### Placed cells, one color a class

Fill, decap, tap and diode cells in gray.
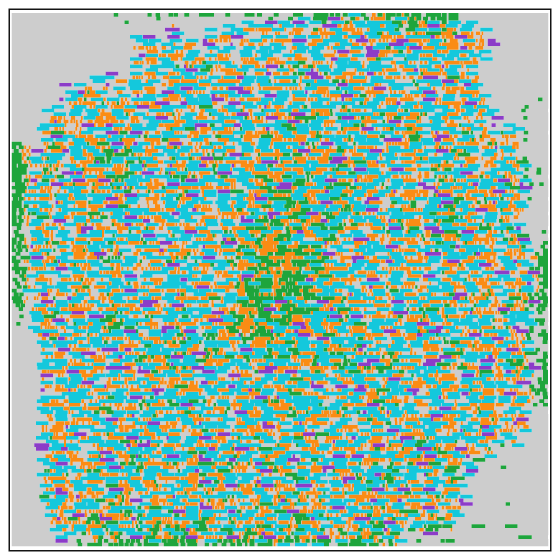
### Pin map

Pins as bars across the die edge, other pins in gray.
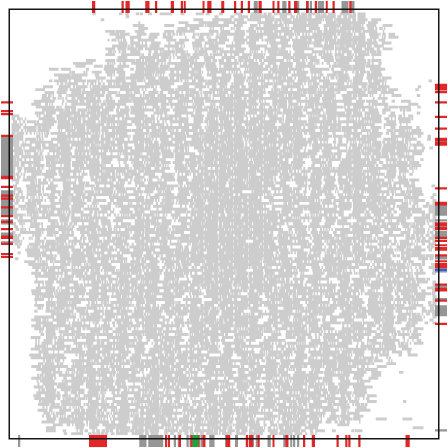
### Cell placement

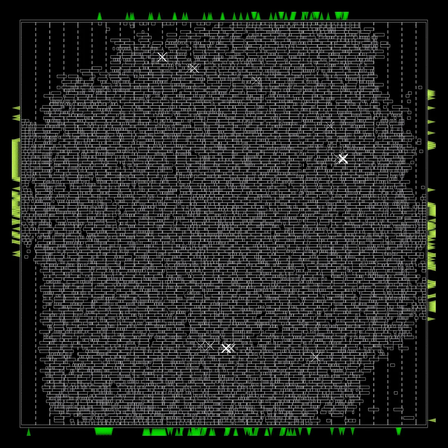
### Clock distribution

Scale bar: 100 um.
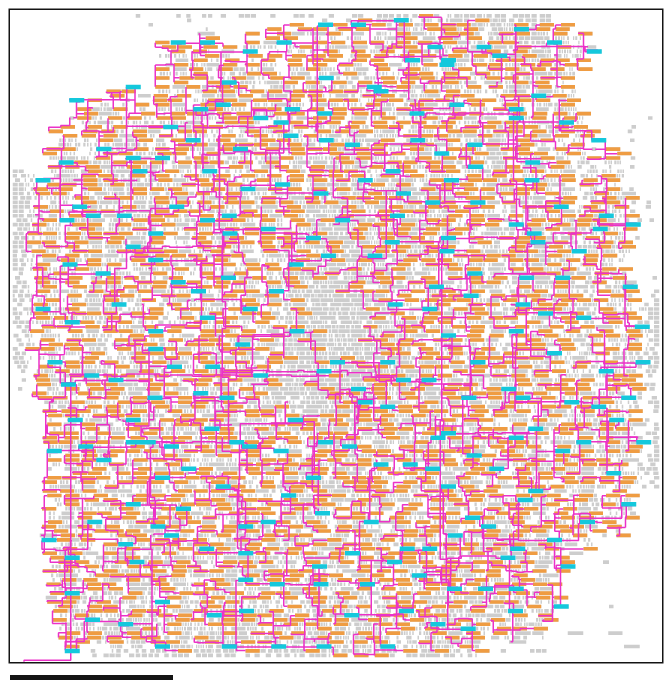
### Metal layers overlaid

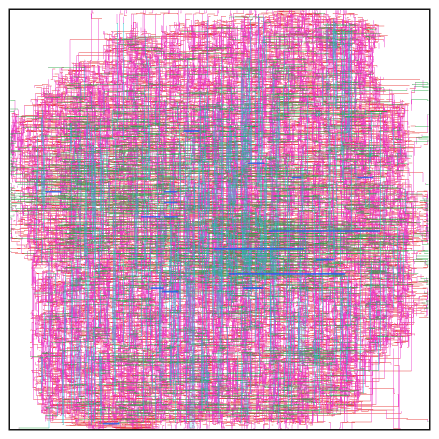
==> config.mk <==
export PLATFORM = sky130hd
export DESIGN_NAME = key_store
export DESIGN_NICKNAME = d
export VERILOG_FILES = /design/src/rtl/key_store.sv
export SDC_FILE = /design/constraint.sdc
export NUM_CORES = 2
export LEC_CHECK = 0
export ABC_CLOCK_PERIOD_IN_PS = 2200
export CAP_MARGIN = 5
export CORE_UTILIZATION = 55
export CTS_CLUSTER_DIAMETER = 40
export DETAILED_ROUTE_END_ITERATION = 7
export GPL_ROUTABILITY_DRIVEN = 0
export GPL_TIMING_DRIVEN = 0
export HOLD_SLACK_MARGIN = 0.15
export PLACE_DENSITY_LB_ADDON = 0.25
export SLEW_MARGIN = 20
export SYNTH_ARGS = -nofsm -noshare
export SYNTH_HDL_FRONTEND = slang
export SYNTH_SLANG_ARGS = --single-unit
==> constraint.sdc <==
create_clock -name clk -period 2.2 [get_ports clk]
set_clock_uncertainty 0.15 [all_clocks]
set_input_delay 0.22 -clock clk [delete_from_list [all_inputs] [get_ports clk]]
set_output_delay 0.22 -clock clk [all_outputs]
set_load 0.05 [all_outputs]
==> results.tsv <==
stage	metric	value	unit
cells_and_area	Logic area	0.0334	mm2
synthesis	Cell area leaders	dfrtp_1, o21ai_0, nand2_1	
synthesis	Synth area leader	dfrtp_1	
worst_setup_path	CP max FO	10	
synthesis	Yosys top cell by instances	nand2_1	
placed_design	Inst Count DP	10600	
synthesis	Synth top cells by count	nand2_1, dfrtp_1, o21ai_0	
synthesis	post-synth cell types	50	
grt	number of antenna violations at the first check in global routing	35	
floorplan	fp util	55.5	%
placed_design	DPL Wire Length	201000	um
run_status	outcome	complete, but fails checks	
worst_setup_path	CP delay by family, top	buffers and inverters	
grt	total gr overflow	0	
floorplan	chip area	0.159	mm2
route	# DRC	42	
worst_setup_path	Crit path arrival time	3550	ps
final_timing	max-slew violation count	0	
placed_design	dpl ws	-2800	ps
synthesis	Post-synth EDFFs	0	
route	vias per cell	6.55	
synthesis	Seq share, synth	59.4	%
route	DR pass1 iterations	8	
final_timing	cycle use final	133	%
worst_setup_path	most used cell, CP	buf_12	
final_timing	fin worst setup slack	-721	ps
final_timing	Final setup viols	2110	
final_timing	worst slew pin tran	1220	ps
synthesis	Synth Cell Area	0.0868	mm2
clock_tree	H-tree depth	4	
worst_setup_path	CP Data Required Time	2830	ps
final_timing	WHS	-904	ps
route	post-route ant nets	0	
clock_tree	CTS buffer count	241	
final_timing	Fin. Hold Viols	476	
final_timing	relative slew slack	18.6	%
synthesis	syn nets	8361	
run_status	failing checks	design-rule violations, negative hold slack, negative setup slack	
synthesis	Synth Instances	8216	
About 'Placed cells, one color a class':
Key: cyan = sequential cells [cells 2,060]; orange = combinational and other logic [cells 5,367]; purple = clock drivers and dummy loads [cells 459]; green = remaining buffers and delay cells [cells 1,357]
Final Instance Area: 0.110 mm2
Core ar.: 0.156 mm2
sequential cell area share: 46.9%
Final Core Density: 70.2%

About 'Pin map':
Key: green = rd_addr [pins 4, direction input, edge bottom]; red = rd_data [pins 128, direction output, edge 44 bottom, 34 right, 32 top, 18 left]; blue = rd_err [pins 1, direction output, edge right]
All pins by edge: 90 bottom, 64 left, 64 right, 54 top.
port bufs: 270
Die Y-Extent: 399 um

About 'Cell placement':
Tapcell Cnt: 2,058
row cnt: 145
Flops: 2,060
non-filler cells, final: 11,300
filler cell count: 10,600

About 'Clock distribution':
Key: orange = flip-flops [count 2,060]; cyan = clock drivers [count 241]; magenta = clock wires [length 24.3 mm]
Position of the flops: all over the die.
Clock group: 42.0 mW
Clk pwr share: 42.2%
worst skew pair latency: 890 ps

About 'Metal layers overlaid':
Key: blue = metal 5 [wire length 481 um]; cyan = metal 4 [wire length 23.8 mm]; red = metal 1 [wire length 115 mm]; green = metal 3 [wire length 43.0 mm]; magenta = metal 2 [wire length 139 mm]
DR WL/cell: 28.4 um
final WL: 321,000 um
total track usage: 38.8%
total number of vias: 74,100

logic make-up after synthesis:
kind of cell / count (synthesis) / synth area share, %
xor gates and xnor gates: 5 / 0.0591
muxes: 392 / 10.1
adders and majority gates: 6 / 0.0864
buffers and inverters: 794 / 3.64
AOI/OAI and AO/OA: 2460 / 15.9
DFF: 2060 / 59.4
and+or+nand+nor: 2499 / 10.9
layer usage:
metal	track usage, %	vias up
li1	-	30400
met1	50.9	37500
met2	55.3	5041
met3	14.2	1236
met4	23.7	34
met5	0.333	-
cell type report:
cell class	count	share of cell area (%)
timing repair buffer	569	6.23
multi-input combinational	5362	30.4
inverter	5	0.0171
clock inverter	133	1.55
clock buffer	326	6.19
buffer	788	6.26
sequential	2060	46.9
antenna	17	0.0387
tap	2058	2.34
Power is estimated from default activity; no workload was simulated.
